==> images/pins.png <==
Drawn at 3 px/um. Pins as bars across the die edge, other pins in gray.
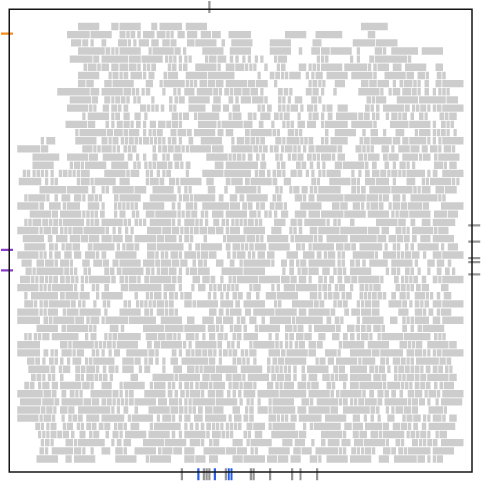
==> images/metal_stack.png <==
Drawn at 3 px/um. Two of the layers only.
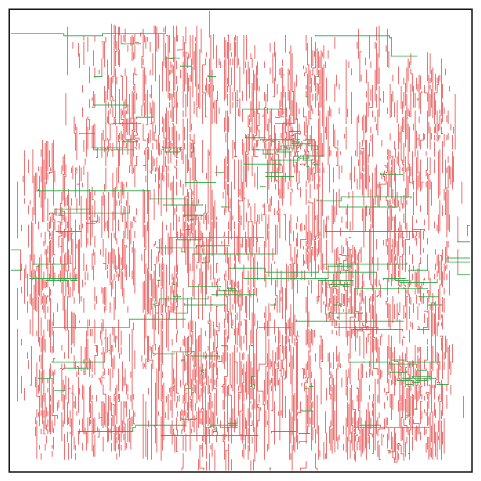
==> config.mk <==
export PLATFORM = sky130hd
export DESIGN_NAME = multi_debouncer
export DESIGN_NICKNAME = d
export VERILOG_FILES = /design/src/rtl/multi_debouncer.sv
export SDC_FILE = /design/constraint.sdc
export NUM_CORES = 1
export LEC_CHECK = 0
export ABC_AREA = 1
export CAP_MARGIN = 10
export CORE_MARGIN = 2
export CORE_UTILIZATION = 57
export CTS_BUF_LIST = sky130_fd_sc_hd__clkbuf_4 sky130_fd_sc_hd__clkbuf_8 sky130_fd_sc_hd__clkbuf_16
export CTS_CLUSTER_SIZE = 28
export DETAILED_ROUTE_END_ITERATION = 10
export HOLD_SLACK_MARGIN = 0.06
export PLACE_DENSITY = 0.74
export SLEW_MARGIN = 20
export SYNTH_ARGS = -nofsm -noshare
export SYNTH_HDL_FRONTEND = slang
export SYNTH_SLANG_ARGS = --single-unit
==> constraint.sdc <==
create_clock -name clk -period 1.9 [get_ports clk]
set_input_delay 0.285 -clock clk [delete_from_list [all_inputs] [get_ports clk]]
set_output_delay 0.285 -clock clk [all_outputs]
set_load 0.01 [all_outputs]
==> out/qor.log <==
[run_status] status finished, violations left
[run_status] violations in the final reports setup timing
[final_layout] multi-input logic portion of the cell area 0.455
[final_layout] clock-cell share of area 0.0596
[timing] Final WS setup -0.0234 ns
[grt] grt total ovfl 0
[timing] slew at the pin closest to its max-slew limit 0.469 ns
[critical_path] Crit path largest cell delay 0.36 ns
[grt] via count of the first global-routing pass 11483
[yosys] total cells reported by yosys after synthesis 1873
[grt] maximum number of pins on one net before global-route repair 27
[final_layout] final standard cell utilization of the core 0.747
[power] Sequential Power Share 0.463
[final_layout] antenna cells 0
[final_layout] Layout clock buffers 37
[yosys] number of register bits inferred by synthesis 242
[cts] Skew-Pair Late Insertion Delay 0.53 ns
[die] starting utilization of the core area 0.584
[final_layout] non-clock buffering overhead in the final layout 0.102
[detailed_routing] remaining number of nets flagged by the antenna check after routing 0
[timing] final-report setup violation count 2
[cts] htree depth 1
[critical_path] crit path max fanout 11
[detailed_routing] # DRC 0
[power] Gate power share 0.021
[timing] setup repair after global routing missed its margin yes
Back to the opening pictures, pins.png:
- blue: signal (pins 4; direction input; edge bottom)
- purple: mode (pins 2; direction input; edge left)
- orange: clk (pins 1; direction input; edge left)
- all pins by edge: 15 bottom, 5 right, 3 left, 1 top
width of the chip: 154 um
input/output buffers: 23
die height: 154 um

Back to the opening pictures, metal_stack.png:
- red: met2 (wire length 16000 um)
- green: met3 (wire length 1440 um)
total via count after detailed routing: 12572
final wirelength: 32400 um

==> cell families after synthesis <==
family / count (synthesis) / synth area share
XOR/XNOR: 72 / 0.0493
flip-flops: 242 / 0.379
AND-OR/OR-AND: 144 / 0.0610
buffers and inverters: 313 / 0.101
adder cells (fa/ha/maj): 8 / 0.00783
AND/OR/NAND/NOR: 1094 / 0.402
==> timing repair <==
action,in CTS,in global routing
pin swaps,6,86
resized,31,225
endpoints found under the setup margin,87,160
cloned,0,4
buffers inserted,4,35
hold buffers,0,0
==> stage by stage <==
stage          TNS (ns)  worst slack (ns)  std cells  power, mW
2_1_floorplan         0             0.115       1873       5.33
3_3_place_gp     -0.126           -0.0703       2275       5.42
3_5_place_dp      -3.67            -0.127       2275       5.43
4_1_cts        -0.00757          -0.00757       2327       11.1
5_1_grt           -4.22            -0.157       2365       11.3
6_report        -0.0371           -0.0234       2365       11.0
==> power by group through the flow <==
stage | registers, mW | clock network (mW) | logic [mW]
2_1_floorplan | 5.21 | 0 | 0.119
3_3_place_gp | 5.22 | 0 | 0.210
3_5_place_dp | 5.22 | 0 | 0.213
4_1_cts | 5.10 | 5.74 | 0.216
5_1_grt | 5.10 | 5.95 | 0.262
6_report | 5.10 | 5.68 | 0.237
==> layer usage <==
| layer | vias up | track usage | share of wire | wire [um] |
|---|---|---|---|---|
| met1 | 5792 | 0.327 | 0.44 | 14200 |
| met2 | 332 | 0.432 | 0.49 | 16000 |
| li1 | 6382 | - | - | - |
| met3 | 66 | 0.0285 | 0.045 | 1440 |
| met5 | - | 0 | 0 | 0 |
| met4 | 0 | 0.0620 | 0.023 | 746 |
Power is estimated from default activity; no workload was simulated.
